===== config.mk =====
export PLATFORM = sky130hd
export DESIGN_NAME = lector_display_7seg
export DESIGN_NICKNAME = d
export VERILOG_FILES = /design/src/rtl/lector_display_7seg_pkg.sv /design/src/rtl/lector_display_7seg_decodificador_7seg.sv /design/src/rtl/lector_display_7seg.sv
export SDC_FILE = /design/constraint.sdc
export NUM_CORES = 1
export LEC_CHECK = 0
export CORE_MARGIN = 4
export CORE_UTILIZATION = 57
export CTS_CLUSTER_SIZE = 28
export DETAILED_ROUTE_END_ITERATION = 8
export PLACE_DENSITY = 0.88
export SYNTH_ARGS = -nofsm -noshare
export SYNTH_HDL_FRONTEND = slang
export SYNTH_HIERARCHICAL = 1
export SYNTH_SLANG_ARGS = --single-unit

===== constraint.sdc =====
create_clock -name i_Clk -period 3 [get_ports i_Clk]
set_clock_uncertainty 0.05 [all_clocks]
set_input_delay 0.45 -clock i_Clk [delete_from_list [all_inputs] [get_ports i_Clk]]
set_output_delay 0.45 -clock i_Clk [all_outputs]
set_load 0.01 [all_outputs]

===== src/rtl/lector_display_7seg_pkg.sv =====
// Shared definitions for the 7-segment display interface: active-low segment
// patterns for the 16 hex glyphs and the capture FSM state encoding.
package lector_display_7seg_pkg;

    // Active-low segments, bit0 = a ... bit6 = g
    localparam logic [6:0] Seg0 = 7'b1000000;
    localparam logic [6:0] Seg1 = 7'b1111001;
    localparam logic [6:0] Seg2 = 7'b0100100;
    localparam logic [6:0] Seg3 = 7'b0110000;
    localparam logic [6:0] Seg4 = 7'b0011001;
    localparam logic [6:0] Seg5 = 7'b0010010;
    localparam logic [6:0] Seg6 = 7'b0000010;
    localparam logic [6:0] Seg7 = 7'b1111000;
    localparam logic [6:0] Seg8 = 7'b0000000;
    localparam logic [6:0] Seg9 = 7'b0010000;
    localparam logic [6:0] SegA = 7'b0001000;
    localparam logic [6:0] SegB = 7'b0000011;
    localparam logic [6:0] SegC = 7'b1000110;
    localparam logic [6:0] SegD = 7'b0100001;
    localparam logic [6:0] SegE = 7'b0000110;
    localparam logic [6:0] SegF = 7'b0001110;

    typedef enum logic [1:0] {
        StEspera    = 2'd0,
        StContando  = 2'd1,
        StCapturado = 2'd2
    } estado_e;

endpackage


===== src/rtl/lector_display_7seg_decodificador_7seg.sv =====
// Combinational decode of active-low segment lines into a hex nibble; any
// pattern outside the 16 glyphs is flagged as not legal.
module decodificador_7seg
    import lector_display_7seg_pkg::*;
(
    input  logic [6:0] segmentos,
    output logic       legal,
    output logic [3:0] nibble
);

    always_comb begin
        legal  = 1'b1;
        nibble = 4'h0;
        case (segmentos)
            Seg0:    nibble = 4'h0;
            Seg1:    nibble = 4'h1;
            Seg2:    nibble = 4'h2;
            Seg3:    nibble = 4'h3;
            Seg4:    nibble = 4'h4;
            Seg5:    nibble = 4'h5;
            Seg6:    nibble = 4'h6;
            Seg7:    nibble = 4'h7;
            Seg8:    nibble = 4'h8;
            Seg9:    nibble = 4'h9;
            SegA:    nibble = 4'hA;
            SegB:    nibble = 4'hB;
            SegC:    nibble = 4'hC;
            SegD:    nibble = 4'hD;
            SegE:    nibble = 4'hE;
            SegF:    nibble = 4'hF;
            default: legal  = 1'b0;
        endcase
    end

endmodule


===== src/rtl/lector_display_7seg.sv =====
// Receiver for the multiplexed 4-digit 7-segment bus: synchronizes the pins,
// waits for a stable pattern and latches the decoded digit per anode.
module lector_display_7seg
    import lector_display_7seg_pkg::*;
#(
    parameter int unsigned N_ESTABLE = 4,
    parameter int unsigned T_TIMEOUT = 1000000,
    parameter int unsigned W_TIMEOUT = 20
) (
    input  logic       i_Clk,
    input  logic       i_Rst,
    input  logic [3:0] i_Anodos,
    input  logic [6:0] i_Segmentos,
    output logic [3:0] o_Datos1,
    output logic [3:0] o_Datos2,
    output logic [3:0] o_Datos3,
    output logic [3:0] o_Datos4,
    output logic [3:0] o_Valido,
    output logic       o_Completo,
    output logic       o_Actualizado,
    output logic       o_Error
);

    localparam int unsigned W_CNT = $clog2(N_ESTABLE + 1);
    localparam logic [W_CNT-1:0]     CntIni = W_CNT'(2);
    localparam logic [W_CNT-1:0]     CntMax = W_CNT'(N_ESTABLE);
    localparam logic [W_TIMEOUT-1:0] TmoMax = W_TIMEOUT'(T_TIMEOUT);

    logic [10:0]          sync_q, muestra_q, previa_q;
    logic [3:0]           anodos;
    logic [6:0]           segmentos;
    logic                 cambio, anodo_legal, anodo_blanco;
    logic [1:0]           sel;
    logic                 seg_legal;
    logic [3:0]           nibble;
    estado_e              estado_q, estado_d;
    logic [W_CNT-1:0]     cnt_q, cnt_d;
    logic                 evaluar, capturar, error_ev;
    logic [W_TIMEOUT-1:0] tmo_q, tmo_d;
    logic [3:0][3:0]      datos_q, datos_d;
    logic [3:0]           valido_q, valido_d;
    logic                 completo_q, act_q, err_q;

    assign {anodos, segmentos} = muestra_q;
    assign cambio              = (muestra_q != previa_q);
    assign anodo_blanco        = (anodos == 4'b1111);

    always_comb begin
        anodo_legal = 1'b1;
        sel         = 2'd0;
        case (anodos)
            4'b1110: sel = 2'd0;
            4'b1101: sel = 2'd1;
            4'b1011: sel = 2'd2;
            4'b0111: sel = 2'd3;
            default: anodo_legal = 1'b0;
        endcase
    end

    decodificador_7seg u_decodificador (
        .segmentos (segmentos),
        .legal     (seg_legal),
        .nibble    (nibble)
    );

    // Two-flop synchronizer plus a one-sample history for change detection
    always_ff @(posedge i_Clk or negedge i_Rst) begin
        if (!i_Rst) begin
            sync_q    <= '1;
            muestra_q <= '1;
            previa_q  <= '1;
        end else begin
            sync_q    <= {i_Anodos, i_Segmentos};
            muestra_q <= sync_q;
            previa_q  <= muestra_q;
        end
    end

    always_ff @(posedge i_Clk or negedge i_Rst) begin
        if (!i_Rst) begin
            estado_q <= StEspera;
            cnt_q    <= '0;
        end else begin
            estado_q <= estado_d;
            cnt_q    <= cnt_d;
        end
    end

    always_comb begin
        estado_d = estado_q;
        cnt_d    = cnt_q;
        unique case (estado_q)
            StEspera: begin
                if (!cambio && !anodo_blanco) begin
                    estado_d = StContando;
                    cnt_d    = CntIni;
                end
            end
            StContando: begin
                if (cambio) begin
                    estado_d = StEspera;
                    cnt_d    = '0;
                end else if (cnt_q == CntMax) begin
                    estado_d = StCapturado;
                end else begin
                    cnt_d = cnt_q + 1'b1;
                end
            end
            StCapturado: begin
                if (cambio) begin
                    estado_d = StEspera;
                    cnt_d    = '0;
                end
            end
            default: begin
                estado_d = StEspera;
                cnt_d    = '0;
            end
        endcase
    end

    // Blank anodes never leave StEspera, so anything evaluated but not
    // captured is an illegal anode or segment pattern.
    always_comb begin
        evaluar  = (estado_q == StContando) && !cambio && (cnt_q == CntMax);
        capturar = evaluar && anodo_legal && seg_legal;
        error_ev = evaluar && !capturar;
    end

    always_comb begin
        datos_d  = datos_q;
        valido_d = valido_q;
        if (capturar) begin
            tmo_d = '0;
        end else if (tmo_q == TmoMax) begin
            tmo_d = TmoMax;
        end else begin
            tmo_d = tmo_q + 1'b1;
        end
        if (tmo_d == TmoMax) begin
            valido_d = '0;
        end
        if (capturar) begin
            datos_d[sel]  = nibble;
            valido_d[sel] = 1'b1;
        end
    end

    always_ff @(posedge i_Clk or negedge i_Rst) begin
        if (!i_Rst) begin
            tmo_q      <= '0;
            datos_q    <= '0;
            valido_q   <= '0;
            completo_q <= 1'b0;
            act_q      <= 1'b0;
            err_q      <= 1'b0;
        end else begin
            tmo_q      <= tmo_d;
            datos_q    <= datos_d;
            valido_q   <= valido_d;
            completo_q <= &valido_d;
            act_q      <= capturar;
            err_q      <= error_ev;
        end
    end

    assign o_Datos1      = datos_q[0];
    assign o_Datos2      = datos_q[1];
    assign o_Datos3      = datos_q[2];
    assign o_Datos4      = datos_q[3];
    assign o_Valido      = valido_q;
    assign o_Completo    = completo_q;
    assign o_Actualizado = act_q;
    assign o_Error       = err_q;

endmodule


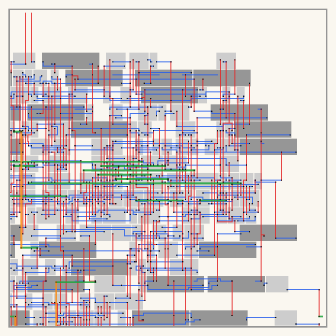
Fig. 1. Close-up of the layout.
Region (41, 41) to (91, 91) um. Cells in grey, sequential cells in the stronger grey; small squares are vias.
Green stands for M3. Red stands for M2. Orange stands for M4. Blue stands for M1.
152 logic cells have their middle in the window. Sequential cells in the window: 19. Netlist names of flops here include `tmo_q` (16). Most frequent: nor2_1 (22), dfrtp_1 (19), nand2_1 (14).

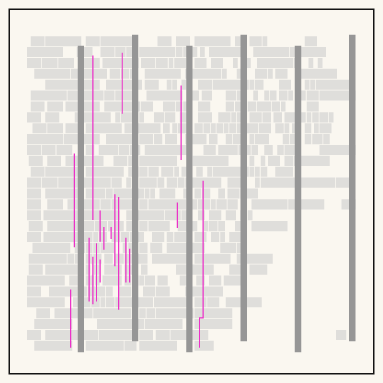
Fig. 2. Met4 routing.
Scale: 4 px per um. Supply wires on this layer in grey.
The layer carries 287 um of wire. The wires run mostly vertical.

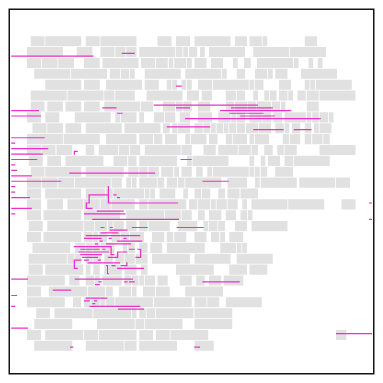
Fig. 3. The metal 3 layer.
Scale: 4 px per um.
The layer carries 529 um of wire. 69 nets have wire on it. The wires run mostly horizontal. The longest straight run is 33.6 um. The layer holds 6.4% of the routed length.

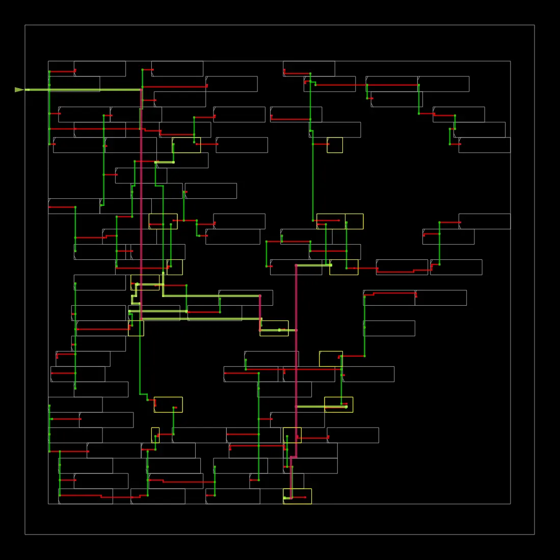
Fig. 4. Clock wiring as the flow saved it.
# clk buffers: 10
worst skew pair latency: 0.35 ns
flip-flops: 81
clk sinks: 81
Num CTS Buffers: 9

==> summary.txt <==
flow finished, numbers: Top-area cell share=30.8%, Crit Path Max Fanout=15, Worst path slowest cell=dfstp_2, top cells, area=dfrtp_1 (31%), dfstp_2 (22%), nor2_1 (3.3%), CP endpoint kind=register, largest net degree at the start of global routing=between 80 and 90, Total Wirelength=just over 8000 um, Post-synth regs=81, worst hold-check path type=input port to asynchronous set/reset pin, Via Count=2927, most numerous logic cell after layout=dfrtp_1, post-layout instance area=about 4500 sq um, GP Congestion=a little under 0.9, dpl cell area=roughly 4300 sq um, Synth Seq Share=53.0%, power per cell area=between 400 and 500 nW/um^2, cycle use final=between 90% and 100%, Total Routing Usage GR=around a fifth, antenna violations before repair=0, area leader, netlist=dfrtp_1, worst-margin pin slew=approximately 0.96 ns, HPWL after detailed placement=between 5000 and 6000 um, Async SR Flop Fraction=100%, syn avg cell area=11.2 sq um, fin nets=roughly 410, Die H=between 90 and 100 um, Cells after Synth=350, status=finished clean, Netlist Area Pre-Place=3900 sq um, Dominant flop cell=dfrtp_1, PortBufs=35, DRT Pass-1 Iters=4, clock-pin slew on the worst setup and hold paths=0.09 ns, Layout area overhead=15.9%, Core Box Area=~6500 sq um, setup_tns=0 ns, min cycle time layout=around 2.9 ns, Bufs and invs on worst path=1, Yosys Chip Area=approximately 3900 sq um, vias in the first global route=2874, Max-Cap Viols=0, Longest Clk Path Bufs=2, RSZ-0062 raised after global routing=no, final hold violations=0, Wirelength per Cell=~17 um, largest stage delay on the critical path=0.71 ns, DR iter-0 viols=227, Syn. warnings=6, VDD IR max=just over 0.3 mV, TritonCTS clock tree=done, tally of OpenROAD warnings=28, H-tree Lvls=3, worst path required time=about 3.2 ns, most frequent cells in the layout=dfrtp_1 (48), nor2_1 (34), clkdlybuf4s50_1 (34), dfstp_2 (33), nand2_1 (18), flop2flop setup slack=roughly 0.11 ns, Max Slew Vio Count=0, Die Width=a little over 90 um, IO Count=36, crit-path cells=nor4bb_1 > o21ai_1 > o31ai_1 > a31oi_1 > o211ai_1 > o21ai_4 > nor4_2 > buf_4 > mux2_1, Slew headroom=a little over a third, number of enable flip-flop cells=0, Post-DRT Antenna Nets=0, R2R cell count=9, Setup CP Type=register to register, first-pass GRT wire length=roughly 14000 um, crit path DAT=roughly 3 ns, vias per cell=a little over 6, r2r startpoint=muestra_q[5], clk root buf=clkbuf_8, fmax=0.345 GHz, proportion of layout cells with a drive suffix above 1=between 20 and 25%, number of antenna diodes=0, cells in synth_stat.txt=350, die area=a little over 8000 sq um, Synth cell types=between 60 and 70, Worst R2R End=o_Datos2[3], floorplan core density=around three fifths, Post-CTS Hold Fix Bufs=0, crit-path leading delay family=AND-OR/OR-AND gates, Setup crit start kind=register, drc violations=0, leakage power=1.89 nW, global route total overflow=0, Post-Syn Nets=around 370, # setup viols final=0, Rows=29
## kinds of logic (layout without fill, tap and decap cells)
kind of cell               count (synthesis)  count (layout)  synth area share, %
AOI/OAI and AO/OA                         54              54                 9.46
xor gates and xnor gates                  26              26                 5.83
adders and majority gates                  4               4                 1.28
buffers and inverters                     25              72                 3.49
DFF                                       81              81                 53.0
muxes                                     20              20                 5.64
and+or+nand+nor                          140             140                 21.3
## Yosys cell counts, types with 3 or more instances
library cell / count
buf_2: 4
dfrtp_1: 48
xor2_1: 14
mux2_1: 8
and3_1: 4
a21oi_1: 9
buf_4: 3
nor3_1: 8
a211oi_1: 3
inv_1: 11
nor4_1: 5
nor2_1: 34
o22ai_1: 3
or3_1: 8
ha_1: 4
dfstp_2: 33
o21ai_1: 4
nand3_1: 8
mux2i_1: 4
nor3b_1: 3
nand2_1: 18
o21ai_0: 11
xnor2_1: 12
and4_1: 4
nand4_1: 12
nand2b_1: 9
clkbuf_1: 3
nor2b_1: 4
o211ai_1: 3
a21o_1: 3
mux2_2: 8
## stage by stage
stage                     hold WS, ns  std cells  util (%)  total power, mW  setup WS (ns)
after floorplan                 0.104        350         -             1.23          0.388
after global placement          0.296        457      66.5             1.27          0.305
after detailed placement        0.297        457      66.5             1.28          0.119
after CTS                       0.243        473      69.3             1.99         0.0459
after global routing            0.284        474      69.7             2.06         0.0174
final                           0.204        474      69.7             1.98          0.105
## worst max-delay path by stage
stage | depth (start not counted) | slack (ns) | to | start
6_report | 9 | 0.11 | o_Datos2[3] | muestra_q[5]
5_1_grt | 9 | 0.02 | o_Datos2[3] | muestra_q[3]
4_1_cts | 8 | 0.05 | o_Datos3[2] | muestra_q[2]
3_5_place_dp | 8 | 0.12 | o_Datos3[2] | muestra_q[2]
3_3_place_gp | 10 | 0.30 | o_Valido[0] | muestra_q[4]
2_1_floorplan | 9 | 0.39 | o_Datos2[0] | muestra_q[6]
## what timing repair did
item	in CTS	in global routing
endpoints found under the setup margin	0	16
setup buffers	0	1
resized	0	3
## layout make-up
class                           instances  area (sq um)
Clock buffer                           10           128
Clock inverter                          6          51.3
Fill cell                             420          1970
Inverter                               11          41.3
Multi-Input combinational cell        244          1720
Sequential cell                        81          2070
Tap cell                               77          96.3
Timing Repair Buffer                   45           423
## power by group
group	leakage [nW]	internal, mW	switching (mW)
logic	0.806	0.0397	0.0578
registers	1.00	1.13	0.0296
clock network	0.0810	0.310	0.405
total	1.89	1.48	0.492
## layer usage
layer	track usage, %	share of wire (%)	vias up
met3	5.58	6.4	38
li1	-	-	1346
met2	32.4	48	139
met4	9.57	3.5	0
met5	0	0	-
met1	26.5	42	1404
## state kept, by name, indices dropped and copies added, names as in the netlist
signal and count:
o_Datos2 4, previa_q 11, o_Datos4 4, muestra_q 11, o_Valido 4, o_Completo 1
o_Error 1, cnt_q 3, o_Datos3 4, estado_q 2, sync_q 11, tmo_q 20
o_Datos1 4, o_Actualizado 1
Power and IR drop assume default switching activity.
